<file path="src/rtl/alu_dec.sv">
// -----------------------------------------------------------------------------
// alu_dec : registered instruction decode stage feeding the exe-stage ALU.
//
// Decodes a 32-bit instruction (tagged with a thread id) into the ALU control
// bundle plus register indices, write enable, compare flag and illegal flag.
// Two storage slots sit between fetch and exe: a main register M that drives
// every out_* port and a skid register S that absorbs the one extra
// instruction that can arrive while in_ready is still high after exe stalls.
// in_ready comes from a flop, so exe back-pressure never reaches fetch
// through combinational logic.
//
// Handshake: a beat moves on a rising edge when valid & ready are both high
// on that channel. A producer keeps valid and its payload steady until the
// beat moves. out_* are held stable while out_valid & ~out_ready. flush
// drops both slots and any beat offered in the same cycle.
//
// Optional build macro: DEC_ILL_TRAP_EN
//   defined   : per-thread sticky trap bits, exported on ill_trap. Once a
//               thread is trapped, all its later instructions are emitted as
//               NOP with out_ill = 1 until flush or reset.
//   undefined : an illegal opcode only affects that one instruction.
//
// Ports:
//   clk, rst_n      clock, asynchronous active-low reset
//   flush           synchronous flush of both slots (and trap bits)
//   in_valid/ready  fetch-side handshake (in_ready registered)
//   in_instr        instruction word
//   in_tid          thread id
//   out_valid/ready exe-side handshake
//   out_alu_op      ALU op code
//   out_i_type      1 = ALU B operand is the immediate
//   out_imm         instr[15:0] (0 for NOP)
//   out_rd/rs1/rs2  register indices
//   out_we          register write enable
//   out_cmp         compare-only operation
//   out_tid         thread id of the bundle
//   out_ill         opcode was illegal (or thread trapped)
//   ill_trap        per-thread trap bits (DEC_ILL_TRAP_EN only)
// -----------------------------------------------------------------------------
module alu_dec #(
  parameter int TID_W = 2
) (
  input  logic             clk,
  input  logic             rst_n,
  input  logic             flush,
  input  logic             in_valid,
  output logic             in_ready,
  input  logic [31:0]      in_instr,
  input  logic [TID_W-1:0] in_tid,
  output logic             out_valid,
  input  logic             out_ready,
  output logic [2:0]       out_alu_op,
  output logic             out_i_type,
  output logic [15:0]      out_imm,
  output logic [4:0]       out_rd,
  output logic [4:0]       out_rs1,
  output logic [4:0]       out_rs2,
  output logic             out_we,
  output logic             out_cmp,
  output logic [TID_W-1:0] out_tid,
  output logic             out_ill
`ifdef DEC_ILL_TRAP_EN
  ,
  output logic [2**TID_W-1:0] ill_trap
`endif
);

  // ALU op encodings seen by exe
  localparam logic [2:0] ALU_NOT  = 3'b000;
  localparam logic [2:0] ALU_SHLT = 3'b001;
  localparam logic [2:0] ALU_SHRT = 3'b010;
  localparam logic [2:0] ALU_XOR  = 3'b011;
  localparam logic [2:0] ALU_SHAR = 3'b100;
  localparam logic [2:0] ALU_OR   = 3'b101;
  localparam logic [2:0] ALU_ADD  = 3'b110;
  localparam logic [2:0] ALU_AND  = 3'b111;

  // Opcode map (instr[31:27]); anything with bit 4 set is illegal
  localparam logic [4:0] OPC_NOP  = 5'b00000;
  localparam logic [4:0] OPC_ADD  = 5'b00001;
  localparam logic [4:0] OPC_ADDI = 5'b00010;
  localparam logic [4:0] OPC_AND  = 5'b00011;
  localparam logic [4:0] OPC_ANDI = 5'b00100;
  localparam logic [4:0] OPC_OR   = 5'b00101;
  localparam logic [4:0] OPC_ORI  = 5'b00110;
  localparam logic [4:0] OPC_XOR  = 5'b00111;
  localparam logic [4:0] OPC_XORI = 5'b01000;
  localparam logic [4:0] OPC_NOT  = 5'b01001;
  localparam logic [4:0] OPC_SLL  = 5'b01010;
  localparam logic [4:0] OPC_SRL  = 5'b01011;
  localparam logic [4:0] OPC_SRA  = 5'b01100;
  localparam logic [4:0] OPC_LIL  = 5'b01101;
  localparam logic [4:0] OPC_LIH  = 5'b01110;
  localparam logic [4:0] OPC_CMP  = 5'b01111;

  typedef struct packed {
    logic [2:0]       alu_op;
    logic             i_type;
    logic [15:0]      imm;
    logic [4:0]       rd;
    logic [4:0]       rs1;
    logic [4:0]       rs2;
    logic             we;
    logic             cmp;
    logic [TID_W-1:0] tid;
    logic             ill;
  } bundle_t;

  // ---------------------------------------------------------------------------
  // Storage
  // ---------------------------------------------------------------------------
  logic    m_valid;
  bundle_t m_q;
  logic    s_valid;
  bundle_t s_q;
  logic    in_ready_q;

  logic [4:0] opc;
  logic       opc_illegal;
  logic       trapped;
  bundle_t    dec;
  logic       in_xfer;
  logic       m_free;

  assign opc         = in_instr[31:27];
  assign opc_illegal = opc[4];
  assign in_xfer     = in_valid & in_ready_q;
  // M can take a new bundle when it is empty or its bundle leaves this edge.
  assign m_free      = ~m_valid | out_ready;

`ifdef DEC_ILL_TRAP_EN
  logic [2**TID_W-1:0] trap_q;

  assign trapped  = trap_q[in_tid];
  assign ill_trap = trap_q;

  always_ff @(posedge clk or negedge rst_n) begin
    if (!rst_n) begin
      trap_q <= '0;
    end else if (flush) begin
      trap_q <= '0;
    end else if (in_xfer && opc_illegal) begin
      trap_q[in_tid] <= 1'b1;
    end
  end
`else
  assign trapped = 1'b0;
`endif

  // ---------------------------------------------------------------------------
  // Decode of the instruction currently offered by fetch
  // ---------------------------------------------------------------------------
  logic [4:0] eff_opc;

  always_comb begin
    // Illegal opcodes and trapped threads decode exactly as NOP.
    eff_opc = (opc_illegal | trapped) ? OPC_NOP : opc;

    dec        = '0;
    dec.alu_op = ALU_ADD;
    dec.i_type = 1'b0;
    dec.imm    = in_instr[15:0];
    dec.rd     = in_instr[26:22];
    dec.rs1    = in_instr[21:17];
    dec.rs2    = in_instr[16:12];
    dec.we     = 1'b1;
    dec.cmp    = 1'b0;
    dec.tid    = in_tid;
    dec.ill    = opc_illegal | trapped;

    case (eff_opc)
      OPC_ADD:  dec.alu_op = ALU_ADD;
      OPC_ADDI: begin dec.alu_op = ALU_ADD;  dec.i_type = 1'b1; end
      OPC_AND:  dec.alu_op = ALU_AND;
      OPC_ANDI: begin dec.alu_op = ALU_AND;  dec.i_type = 1'b1; end
      OPC_OR:   dec.alu_op = ALU_OR;
      OPC_ORI:  begin dec.alu_op = ALU_OR;   dec.i_type = 1'b1; end
      OPC_XOR:  dec.alu_op = ALU_XOR;
      OPC_XORI: begin dec.alu_op = ALU_XOR;  dec.i_type = 1'b1; end
      OPC_NOT:  dec.alu_op = ALU_NOT;
      // Shifts take their amount from imm[4:0] but keep i_type low.
      OPC_SLL:  dec.alu_op = ALU_SHLT;
      OPC_SRL:  dec.alu_op = ALU_SHRT;
      OPC_SRA:  dec.alu_op = ALU_SHAR;
      OPC_LIL:  begin dec.alu_op = ALU_SHLT; dec.i_type = 1'b1; end
      OPC_LIH: begin
        // rd = rd<<16 | imm : the ALU reads the old rd on port A.
        dec.alu_op = ALU_SHRT;
        dec.i_type = 1'b1;
        dec.rs1    = in_instr[26:22];
      end
      OPC_CMP: begin
        dec.alu_op = ALU_ADD;
        dec.we     = 1'b0;
        dec.cmp    = 1'b1;
      end
      default: begin
        // NOP (also covers illegal / trapped)
        dec.alu_op = ALU_ADD;
        dec.i_type = 1'b1;
        dec.we     = 1'b0;
        dec.rd     = 5'd0;
        dec.imm    = 16'd0;
      end
    endcase
  end

  // ---------------------------------------------------------------------------
  // M / S movement
  // S only fills while M is holding, and in_ready is low whenever S is valid,
  // so "S -> M" and "input -> anywhere" never happen on the same edge.
  // ---------------------------------------------------------------------------
  always_ff @(posedge clk or negedge rst_n) begin
    if (!rst_n) begin
      m_valid    <= 1'b0;
      m_q        <= '0;
      s_valid    <= 1'b0;
      s_q        <= '0;
      in_ready_q <= 1'b1;
    end else if (flush) begin
      m_valid    <= 1'b0;
      s_valid    <= 1'b0;
      in_ready_q <= 1'b1;
    end else if (m_free) begin
      if (s_valid) begin
        m_q        <= s_q;
        m_valid    <= 1'b1;
        s_valid    <= 1'b0;
        in_ready_q <= 1'b1;
      end else if (in_xfer) begin
        m_q     <= dec;
        m_valid <= 1'b1;
      end else begin
        m_valid <= 1'b0;
      end
    end else if (in_xfer) begin
      // M is stalled: park the new bundle and close the input next cycle.
      s_q        <= dec;
      s_valid    <= 1'b1;
      in_ready_q <= 1'b0;
    end
  end

  // ---------------------------------------------------------------------------
  // Outputs come straight from M
  // ---------------------------------------------------------------------------
  assign in_ready   = in_ready_q;
  assign out_valid  = m_valid;
  assign out_alu_op = m_q.alu_op;
  assign out_i_type = m_q.i_type;
  assign out_imm    = m_q.imm;
  assign out_rd     = m_q.rd;
  assign out_rs1    = m_q.rs1;
  assign out_rs2    = m_q.rs2;
  assign out_we     = m_q.we;
  assign out_cmp    = m_q.cmp;
  assign out_tid    = m_q.tid;
  assign out_ill    = m_q.ill;

endmodule

</file>
<file path="config.mk">
export PLATFORM = sky130hd
export DESIGN_NAME = alu_dec
export DESIGN_NICKNAME = d
export VERILOG_FILES = /design/src/rtl/alu_dec.sv
export SDC_FILE = /design/constraint.sdc
export NUM_CORES = 1
export LEC_CHECK = 0
export CORE_AREA = 10 10 99 101
export CTS_CLUSTER_DIAMETER = 120
export CTS_CLUSTER_SIZE = 28
export DETAILED_ROUTE_END_ITERATION = 7
export DIE_AREA = 0 0 109 111
export PLACE_DENSITY = 0.77
export SETUP_SLACK_MARGIN = 0.1
export SKIP_CTS_REPAIR_TIMING = 1
export SYNTH_ARGS = -nofsm -noshare
export SYNTH_HDL_FRONTEND = slang
export SYNTH_SLANG_ARGS = --single-unit
</file>
<file path="constraint.sdc">
create_clock -name clk -period 2.05 [get_ports clk]
set_input_delay 0.3075 -clock clk [delete_from_list [all_inputs] [get_ports clk]]
set_output_delay 0.3075 -clock clk [all_outputs]
set_load 0.01 [all_outputs]
</file>
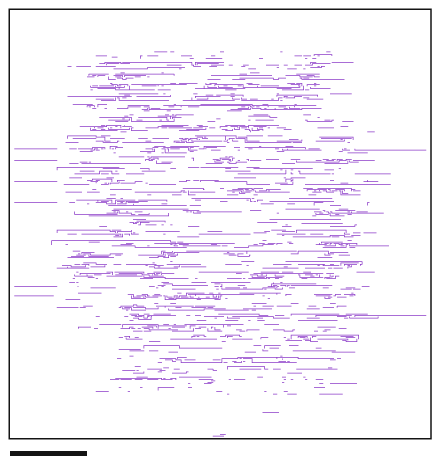
Figure 1: metal 1.
Scale bar: 20 µm.
share of all routed wire: 43%
nets with wire on the layer: 455
longest straight run: 30.8 µm
wire length on this layer: 3940 µm
main direction: horizontal

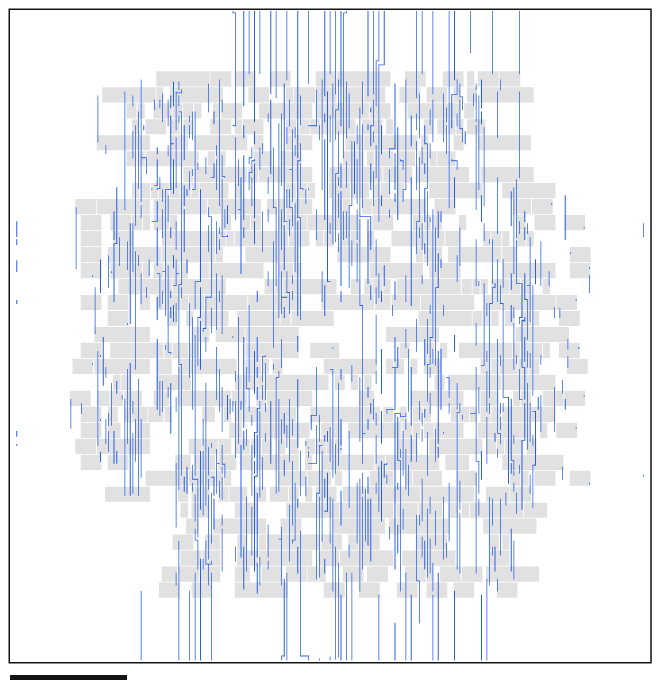
Figure 2: signal wires on met2.
Scale bar: 20 µm. Cells faint in the background.
share of all routed wire: 51%
main direction: vertical
wire length on this layer: 4740 µm
longest straight run: 33.4 µm
nets with wire on the layer: 409

==> out/qor.yml <==
status:
  status: "completed"
logic_synthesis:
  fp_nets: 432
  ys_cells: 393
  ys.flop_type: "dfrtp_1"
  syn_area_um2: 3820
  postSynthSeqShare: 0.545
  synthAdderAreaFrac: 0
  async_reset_ff_frac: 1.00
  syn_avg_cell_area_um2: 9.71
  ys_sh_aoi: 0.175
  largest_area_cell: "dfrtp_1"
  top_cell_area_share: 0.538
  mux_share: 0.0603
  syn_inst: 393
  yosys.area_share.simple: 0.171
  yosys_area_um2: 3820
  synth.distinct_cells: 42
  synthTopLogicFamily: "AND-OR/OR-AND gates"
  synthTopCellsByArea: "dfrtp_1, nand2_1, a21oi_1"
  synth_flops: 83
  ys_warn_count: 0
  ys_sh_xor: 0.00230
  synth-edff-count: 0
final_timing:
  max_freq_ghz: 0.551
  slew_headroom: 0.585
  period_needed_ns: 1.81
  worst_slew_pin_slew_ns: 0.623
  fin_ws_ns: 0.235
  fin_tns_setup_ns: 0
  period_used_share: 0.885
  finalMaxSlewViolations: 0
  hold_viol: 0
  finalClockSkew_ns: 0.00932
  setup_viol: 0
  rsz0062_at_grt: "no"
pwr:
  p_per_area_nw_per_um2: 884
  leakage_nw: 2.09
  ir_drop_v: 0.000425
placement:
  port_buffers: 80
  place_congestion: 0.819
  dp_slack_ns: 0.0234
  dp_hpwl_um: 6320
final_layout:
  final_cell_mix: "dfrtp_1, clkdlybuf4s50_1, nand2_1, a21oi_1, nand3_1"
  drive_gt1_frac: 0.132
  n_antenna_cell: 0
  nets: 511
  layout_top_cell: "dfrtp_1"
  area_growth_syn_to_layout_pct: 31.0
critical_path:
  rr_endpoint: "out_alu_op[0]"
  slowest_delay_ns: 0.60
  cp_top_family: "flip-flops"
  cp.depth: 1
  ff2ff_path_depth: 5
  cp-endpoint: "in_ready"
  slowest_stage: "dfstp_2"
  startpoint: "in_ready"
  reg2reg_from: "in_ready"
  crit_fanout: 5
  critical_path_class: "reg2out"
  crit_buf_inv: 1
  cp-end-kind: "output pin"
  crit_chain: "clkdlybuf4s50_1"
  worstPathArrival_ns: 1.51
  cp-start-kind: "register"
floorplanning:
  die_area_um2: 12100
  initCoreUtil: 0.479
  die_w_um: 109
  ios: 81
  dieHeight_um: 111
  coreArea_um2: 7970
  rows: 33
clock_tree:
  cts.path.max_buffers: 2
  cts_tree: "built"
  htree_levels: 3
  cts_root_buffer: "clkbuf_8"
  clock.latency.late_pin_ns: 0.35
  numCtsBuffers: 9
  clock-sinks: 83
  clk_pin_slew_ns: 0.08
global_routing:
  grt_pass1_vias: 3083
  grt_util_all_layers: 0.155
  grt_antenna_before_repair: 0
  grt_overflow: 0
  grt_max_degree: 47
routing:
  drc: 0
  antenna_left: 0
  drt_iter0_drc: 179
  routed_via_density: 5.26
  wl_per_cell_um: 15.9
  drtPass1Iterations: 4
  vias: 3058
  totalWireLength_um: 9250
worst_hold_path:
  hp-class: "in2async"
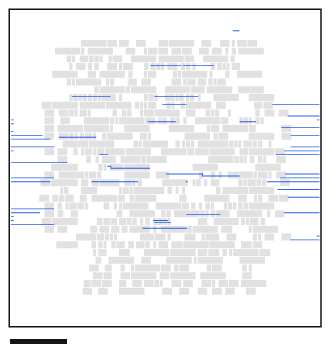
Figure 3: signal wires on met3.
Scale bar: 20 µm. Cells faint in the background.
share of all routed wire: 5.4%
wire length on this layer: 498 µm
nets with wire on the layer: 42
main direction: horizontal
longest straight run: 19.6 µm

## logic make-up (layout without fill, tap and decap cells)
kind of cell	after synthesis	in the layout
multiplexers	22	22
XOR/XNOR	1	1
flip-flops	83	83
buffers and inverters	34	117
AND-OR/OR-AND	109	109
AND/OR/NAND/NOR	144	144
## metrics by stage
| step | cell area (µm²) | hold slack, ns | std cells | total power [W] | utilization |
|---|---|---|---|---|---|
| 2_1_floorplan | 3820 | 0.0119 | 393 | 0.00263 | - |
| 3_3_place_gp | 4780 | 0.328 | 565 | 0.00318 | 0.600 |
| 3_5_place_dp | 4780 | 0.332 | 565 | 0.00322 | 0.600 |
| 4_1_cts | 4990 | -0.0464 | 580 | 0.00447 | 0.626 |
| 5_1_grt | 5000 | 0.504 | 581 | 0.00466 | 0.628 |
| 6_report | 5000 | 0.486 | 581 | 0.00442 | 0.628 |
## flip-flops by register name, summed over array words and instances (netlist names)
register	flops
out_i_type	1
s_valid	1
out_we	1
out_valid	1
s_q	40
out_rs1	5
out_cmp	1
out_rd	5
out_alu_op	3
out_tid	2
out_rs2	5
in_ready	1
out_imm	16
out_ill	1
## worst min-delay path by stage
| stage | endpoint | slack, ns | cells past startpoint | from |
|---|---|---|---|---|
| finish | out_rs2[2] | 0.49 | 2 | rst_n |
| global route | s_q[38] | 0.50 | 2 | s_q[38] |
| CTS | out_tid[1] | -0.05 | 1 | rst_n |
| detailed placement | out_ill | 0.33 | 1 | rst_n |
| global placement | s_q[0] | 0.33 | 1 | rst_n |
| floorplan | out_alu_op[0] | 0.01 | 0 | rst_n |
## layer usage
metal	routed length (µm)	global-route usage	part of all wire	up-vias
li1	-	-	-	1503
met1	3940	0.192	0.43	1485
met2	4740	0.254	0.51	65
met3	497	0.0372	0.054	5
met4	67	0.0563	0.0072	0
met5	0	0	0	-
## power breakdown
part,switching [W],internal (W),total [W]
sequential,0.000191,0.00196,0.00215
clock,0.000570,0.000678,0.00125
combinational,0.000471,0.000553,0.00102
total,0.00123,0.00319,0.00442
## final cells by class
cell class / instances / area, µm²
repair buffers: 97 / 1000
fillers: 634 / 2970
clock buffers: 10 / 128
inverters: 5 / 18.8
multi-input cells: 276 / 1560
well taps: 105 / 131
clock inverters: 5 / 78.8
flip-flops and latches: 83 / 2080
## cell usage after synthesis, types with 3 or more instances
library cell,instances
clkbuf_1,11
buf_1,3
a21oi_1,32
nand3_1,28
inv_1,5
a21oi_2,18
nor2_1,26
o211ai_1,7
mux2_1,4
dfrtp_1,82
buf_6,5
o21ai_1,15
o21ai_0,27
nand2_1,72
buf_2,10
mux2_2,4
mux2i_1,14
Power is estimated from default activity; no workload was simulated.
